Fig. 1: cell density map
(1.5 px per um) 27 x 20 tiles, from dark blue (low) to red (high), 0 to 100% covered.
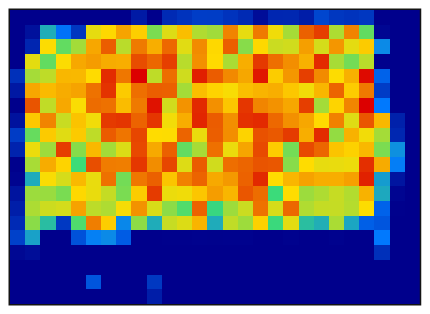
Fig. 2: I/O nets highlighted
(1 px per um)
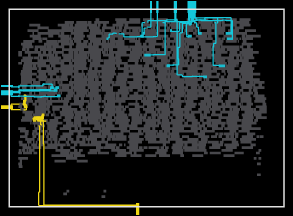
Fig. 3: congestion heat map
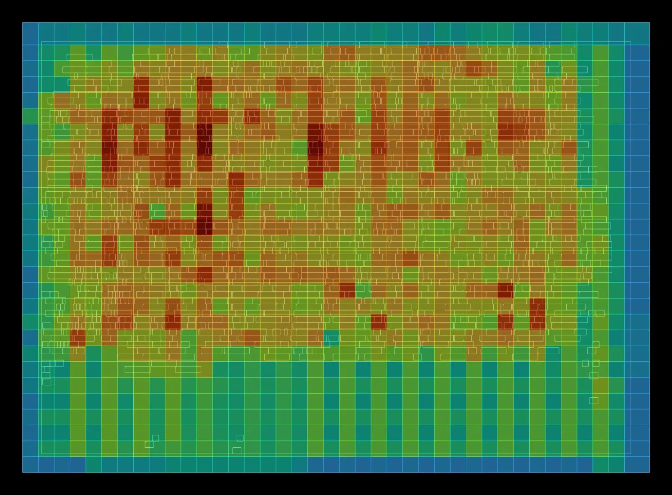
Fig. 4: signal wires on met4
(1.5 px per um) Supply wires on this layer in grey.
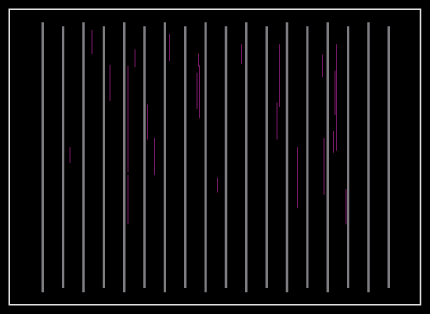
Fig. 5: routed clock nets over the placement
(1.5 px per um)
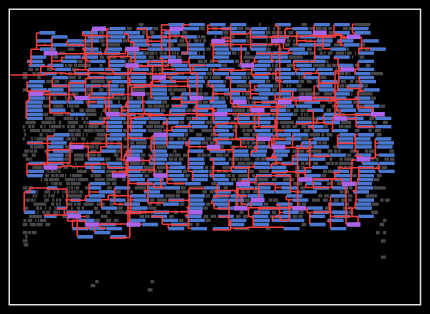
==> src/rtl/fir_ctrl_pkg.sv <==
// Shared types and default sizing for the FIR coefficient sequencer.
`default_nettype none

package fir_ctrl_pkg;

    typedef enum logic [1:0] {
        SEQ_IDLE  = 2'd0,
        SEQ_FLUSH = 2'd1,
        SEQ_LOAD  = 2'd2,
        SEQ_RUN   = 2'd3
    } seq_state_t;

    localparam int unsigned DEF_TAPS_LOG2  = 4;
    localparam int unsigned DEF_TAP_WIDTH  = 16;
    localparam int unsigned DEF_DATA_WIDTH = 16;
    localparam int unsigned DEF_FLUSH_CYC  = 2;

    function automatic int unsigned num_taps(input int unsigned taps_log2);
        return 32'd1 << taps_log2;
    endfunction

endpackage

`default_nettype wire

==> src/rtl/fir_coef_bank.sv <==
// Ping-pong coefficient store: writes go to the shadow bank, reads come
// combinationally from the active bank selected by sel.
`default_nettype none

module fir_coef_bank
    import fir_ctrl_pkg::*;
#(
    parameter int unsigned G_TAPS_LOG2 = DEF_TAPS_LOG2,
    parameter int unsigned G_TAP_WIDTH = DEF_TAP_WIDTH
) (
    input  logic                   clk,
    input  logic                   sel,
    input  logic [G_TAPS_LOG2-1:0] wr_addr,
    input  logic [G_TAP_WIDTH-1:0] wr_data,
    input  logic                   wr_en,
    input  logic [G_TAPS_LOG2-1:0] rd_addr,
    output logic [G_TAP_WIDTH-1:0] rd_data
);

    localparam int unsigned NUM_TAPS = num_taps(G_TAPS_LOG2);

    logic [G_TAP_WIDTH-1:0] mem [2][NUM_TAPS];

    // Contents deliberately not reset; the shadow side is always ~sel.
    always_ff @(posedge clk) begin
        if (wr_en) begin
            mem[~sel][wr_addr] <= wr_data;
        end
    end

    assign rd_data = mem[sel][rd_addr];

endmodule

`default_nettype wire

==> src/rtl/fir_coef_sequencer.sv <==
// Reload controller for configurable_fir: swaps coefficient banks on commit,
// flushes and re-programs the FIR, and gates the sample stream until it is loaded.
`default_nettype none

module fir_coef_sequencer
    import fir_ctrl_pkg::*;
#(
    parameter int unsigned G_TAPS_LOG2  = DEF_TAPS_LOG2,
    parameter int unsigned G_TAP_WIDTH  = DEF_TAP_WIDTH,
    parameter int unsigned G_DATA_WIDTH = DEF_DATA_WIDTH,
    parameter int unsigned G_FLUSH_CYC  = DEF_FLUSH_CYC
) (
    input  logic                    clk,
    input  logic                    reset,
    input  logic [G_TAPS_LOG2-1:0]  cfg_wr_addr,
    input  logic [G_TAP_WIDTH-1:0]  cfg_wr_data,
    input  logic                    cfg_wr_en,
    input  logic                    commit,
    output logic                    busy,
    output logic                    loaded,
    output logic                    fir_enable,
    output logic [G_TAP_WIDTH-1:0]  fir_tap_din,
    output logic                    fir_tap_din_valid,
    input  logic                    fir_tap_din_ready,
    input  logic [G_DATA_WIDTH-1:0] s_din,
    input  logic                    s_din_valid,
    output logic                    s_din_ready,
    output logic [G_DATA_WIDTH-1:0] m_din,
    output logic                    m_din_valid,
    input  logic                    m_din_ready
);

    localparam int unsigned NUM_TAPS = num_taps(G_TAPS_LOG2);
    localparam int unsigned FLUSH_W  = (G_FLUSH_CYC > 1) ? $clog2(G_FLUSH_CYC) : 1;
    localparam logic [G_TAPS_LOG2-1:0] LOAD_LAST  = G_TAPS_LOG2'(NUM_TAPS - 1);
    localparam logic [FLUSH_W-1:0]     FLUSH_LAST = FLUSH_W'(G_FLUSH_CYC - 1);

    seq_state_t               state, state_nxt;
    logic                     bank_sel, bank_sel_nxt;
    logic                     pending, pending_nxt;
    logic [FLUSH_W-1:0]       flush_cnt, flush_cnt_nxt;
    logic [G_TAPS_LOG2-1:0]   load_cnt, load_cnt_nxt;

    fir_coef_bank #(
        .G_TAPS_LOG2 (G_TAPS_LOG2),
        .G_TAP_WIDTH (G_TAP_WIDTH)
    ) u_bank (
        .clk     (clk),
        .sel     (bank_sel),
        .wr_addr (cfg_wr_addr),
        .wr_data (cfg_wr_data),
        .wr_en   (cfg_wr_en),
        .rd_addr (load_cnt),
        .rd_data (fir_tap_din)
    );

    always_ff @(posedge clk) begin
        if (reset) begin
            state     <= SEQ_IDLE;
            bank_sel  <= 1'b0;
            pending   <= 1'b0;
            flush_cnt <= '0;
            load_cnt  <= '0;
        end else begin
            state     <= state_nxt;
            bank_sel  <= bank_sel_nxt;
            pending   <= pending_nxt;
            flush_cnt <= flush_cnt_nxt;
            load_cnt  <= load_cnt_nxt;
        end
    end

    always_comb begin
        state_nxt         = state;
        bank_sel_nxt      = bank_sel;
        pending_nxt       = pending;
        flush_cnt_nxt     = flush_cnt;
        load_cnt_nxt      = load_cnt;
        busy              = pending;
        loaded            = 1'b0;
        fir_enable        = 1'b0;
        fir_tap_din_valid = 1'b0;
        s_din_ready       = 1'b0;
        m_din_valid       = 1'b0;
        m_din             = s_din;

        case (state)
            SEQ_IDLE: begin
                if (commit) begin
                    bank_sel_nxt  = ~bank_sel;
                    flush_cnt_nxt = '0;
                    state_nxt     = SEQ_FLUSH;
                end
            end
            SEQ_FLUSH: begin
                busy = 1'b1;
                if (commit) begin
                    pending_nxt = 1'b1;
                end
                if (flush_cnt == FLUSH_LAST) begin
                    load_cnt_nxt = '0;
                    state_nxt    = SEQ_LOAD;
                end else begin
                    flush_cnt_nxt = flush_cnt + FLUSH_W'(1);
                end
            end
            SEQ_LOAD: begin
                busy              = 1'b1;
                fir_enable        = 1'b1;
                fir_tap_din_valid = 1'b1;
                if (commit) begin
                    pending_nxt = 1'b1;
                end
                if (fir_tap_din_ready) begin
                    load_cnt_nxt = load_cnt + G_TAPS_LOG2'(1);
                    if (load_cnt == LOAD_LAST) begin
                        // A commit landing on the final tap is serviced too, not dropped.
                        if (pending || commit) begin
                            bank_sel_nxt  = ~bank_sel;
                            pending_nxt   = 1'b0;
                            flush_cnt_nxt = '0;
                            state_nxt     = SEQ_FLUSH;
                        end else begin
                            state_nxt = SEQ_RUN;
                        end
                    end
                end
            end
            SEQ_RUN: begin
                fir_enable  = 1'b1;
                loaded      = 1'b1;
                m_din_valid = s_din_valid;
                s_din_ready = m_din_ready;
                if (commit) begin
                    bank_sel_nxt  = ~bank_sel;
                    flush_cnt_nxt = '0;
                    state_nxt     = SEQ_FLUSH;
                end
            end
            default: begin
                state_nxt = SEQ_IDLE;
            end
        endcase
    end

endmodule

`default_nettype wire
==> config.mk <==
export PLATFORM = sky130hd
export DESIGN_NAME = fir_coef_sequencer
export DESIGN_NICKNAME = d
export VERILOG_FILES = /design/src/rtl/fir_ctrl_pkg.sv /design/src/rtl/fir_coef_bank.sv /design/src/rtl/fir_coef_sequencer.sv
export SDC_FILE = /design/constraint.sdc
export NUM_CORES = 1
export LEC_CHECK = 0
export CORE_ASPECT_RATIO = 0.7
export CORE_MARGIN = 8
export CORE_UTILIZATION = 45
export DETAILED_ROUTE_END_ITERATION = 6
export PLACE_DENSITY = 0.7
export SETUP_SLACK_MARGIN = 0.02
export SLEW_MARGIN = 20
export SYNTH_ARGS = -nofsm -noshare
export SYNTH_HDL_FRONTEND = slang
export SYNTH_SLANG_ARGS = --single-unit
==> constraint.sdc <==
create_clock -name clk -period 2.6 [get_ports clk]
set_clock_uncertainty 0.05 [all_clocks]
set_input_delay 0.52 -clock clk [delete_from_list [all_inputs] [get_ports clk]]
set_output_delay 0.52 -clock clk [all_outputs]
set_load 0.005 [all_outputs]
==> results.yml <==
# flow metrics
sta:
  hold_slack_ns: 0.4766
  worstMarginPinSlew_ns: 0.4493
  setup_violations: 16
  grt_setup_unrepaired: "true"
  report.final.slew_viol_count: 0
  finalSetupTns_ns: -3.931
  post-route-period-util_pct: 112.7
  min_period_ns: 2.930
  finalWorstSetupSlack_ns: -0.3299
  max-slew-margin-rel_pct: 69.96
  max_freq_ghz: 0.3413
layout:
  num-multi-input-gates: 599
  largestClassByArea: "registers"
  seq_share_pct: 60.29
  seq_area_um2: 15590
  num-clock-buffers: 54
  clk_share_pct: 5.680
  fillers: 3404
  layout_top_cell: "edfxtp_1"
  num-nonclk-buffers: 201
  comb_area_um2: 5330
  drive_gt1_share_pct: 25.32
  seq_cells: 522
  inv_count: 6
  lay_top_cells: "edfxtp_1, mux2i_1, buf_4, buf_12"
  comb_share_pct: 20.61
  nets: 1425
clock_tree:
  cts_tree: "yes"
  postCtsSetupRepairBufs: 16
  cts_buffers: 46
  cts.sinks: 522
  cts_hold_buf: 0
  htreeDepth: 2
  clk_path_buf_depth: 3
  cts-resized-gates: 183
  root_buffer: "clkbuf_16"
synth:
  yosys_warnings: 0
  syn_avg_cell_area_um2: 17.25
  ys_sh_adder_pct: 0.3603
  ys_ff: 522
  fp_nets: 1257
  ys_sh_mux_pct: 12.39
  xor_share_pct: 0.04203
  compound_area_share_pct: 5.410
  ys_seq_share_pct: 74.74
  logic_family: "multiplexers"
  ys_sh_simple_pct: 3.951
  yosysCellCount: 1208
  ys_chip_area_um2: 20840
  synth_cells: 1208
  ys_types: 40
  synth_area_um2: 20840
hold_path:
  hold_path_class: "flip-flop to flip-flop"
  whs_endpoint: "pending$_SDFFE_PP0P_"
  hold_start: "pending$_SDFFE_PP0P_"
  whs_path_depth: 2
global_routing:
  grt_pass1_vias: 11450
  grt_max_degree: 33
  grt_pass1_wl_um: 72910
  grt_overflow_total: 0
  grt_use_met3_pct: 3.272
  antenna_found_initial: 0
  met1_usage_pct: 27.37
route:
  drt_iter0_drc: 1087
  wl_met1_um: 22660
  dr_wl_met2_um: 22960
  final_antenna_net_count: 0
  top_layer_used: "met4"
  drt-vias-per-instance: 5.773
  drcViolationCount: 0
critical_path:
  worst_setup_path_end_kind: "output port"
  path_max_fanout: 7
  path_class: "flip-flop to output port"
  endpoint: "fir_tap_din[8]"
  worstSetupStartpointType: "flip-flop"
  worstReg2RegStart: "load_cnt[0]$_SDFFE_PP0P_"
  r2r_slack_ns: 0.69
  arrival_ns: 2.36
  reg2reg_depth: 7
  worstPathRequired_ns: 2.03
outcome:
  status: "finished with violations"
  violations: "setup timing"
power:
  p_per_area_nw_per_um2: 804.1
  power.leakage_nw: 8.370
  vdd_drop_max_mv: 0.5591
floorplanning:
  rows: 66
  taps: 612
  die_h_um: 196.0
  core-area_um2: 46080
  die_w_um: 273.2
job:
  warnings: 32
  maxCapViolations: 0
placed_design:
  place_congestion: 0.8219
  place_hpwl_um: 29440
  preCtsSetupSlack_ns: -0.2334
About Fig. 1:
densest ninth of the die: centre
tiles over 75% full: 36%
mean over tiles: 47%
fullest tile: 100%
post-layout util: 56.12%
initial core utilization: 45.22%

About Fig. 2:
legend:
  fir_tap_din:
    colour: cyan
    direction: output
    edge: 12 north, 4 west
    end_cells: 16
    buffers: 16
    wire: 980 um
  cfg_wr_addr:
    colour: yellow
    direction: input
    edge: 2 south, 2 west
    end_cells: 13
    buffers: 4
    wire: 480 um
I/O pins: 81
number of port buffers: 48

About Fig. 3:
GR Layer Usage met2: 26.91%
Most Crowded Layer GR: met1
WL/cell: 24.86 um
GRT Overall Usage: 18.00%

About Fig. 4:
share of all routed wire: 1.2%
wire length on this layer: 616 um
longest straight run: 70.7 um
via count: 11670
final wirelength: 50280 um

About Fig. 5:
legend:
  clock drivers:
    colour: purple
    count: 46
  flip-flops:
    colour: blue
    count: 522
  clock wires:
    colour: red
    length: 5410 um
routed clock nets: 47
clock power share: 32.4%
Insertion Delay late pin: 0.55 ns

==> report_power, final <==
group	internal, W	switching (W)
clock network	0.00381	0.00294
registers	0.00939	0.0000775
logic	0.00247	0.00211
total	0.0157	0.00513
==> through the flow <==
stage	utilization, %	area (um^2)	cells
2_1_floorplan	-	20840	1208
3_3_place_gp	49.93	23010	1908
3_5_place_dp	49.93	23010	1908
4_1_cts	55.37	25520	2017
5_1_grt	56.12	25860	2022
6_report	56.12	25860	2022
==> cell usage after synthesis, drive strengths merged <==
cell / number / area [um^2]
a22o: 32 / 280.3
a21boi: 2 / 15.01
buf: 72 / 585.6
inv: 5 / 18.77
a31oi: 16 / 100.1
nand4: 1 / 6.260
nor2: 43 / 168.9
mux2i: 258 / 2582
dfxtp: 10 / 200.2
ha: 6 / 75.07
a21oi: 40 / 204.0
and2b: 1 / 7.510
nor2b: 2 / 12.51
nand3b: 5 / 37.54
xnor2: 1 / 8.760
a221o: 1 / 10.01
nor3: 19 / 95.09
nand2: 36 / 135.1
a22oi: 64 / 480.5
clkbuf: 9 / 37.54
o21ai: 2 / 10.01
nand2b: 3 / 18.77
or3: 2 / 12.51
edfxtp: 512 / 15370
nand3: 53 / 265.3
and2: 3 / 18.77
or2: 3 / 18.77
or3b: 3 / 26.28
clkinv: 1 / 3.750
a211oi: 3 / 27.52
==> sequential cells by signal, indices dropped and copies added (netlist names), named ones only <==
| signal | flops |
|---|---|
| u_bank.mem | 512 |
| load_cnt | 4 |
| state | 2 |
| bank_sel | 1 |
| flush_cnt | 1 |
| pending | 1 |
==> worst max-delay path, cell delays in order (launching register included) <==
cell	delay, ns
dfxtp_4	0.38
buf_12	0.15
buf_12	0.14
buf_16	0.14
mux2i_2	0.26
a22oi_2	0.13
a31oi_2	0.24
buf_4	0.17
nand3_2	0.06
buf_2	0.13
Power is estimated from default activity; no workload was simulated.
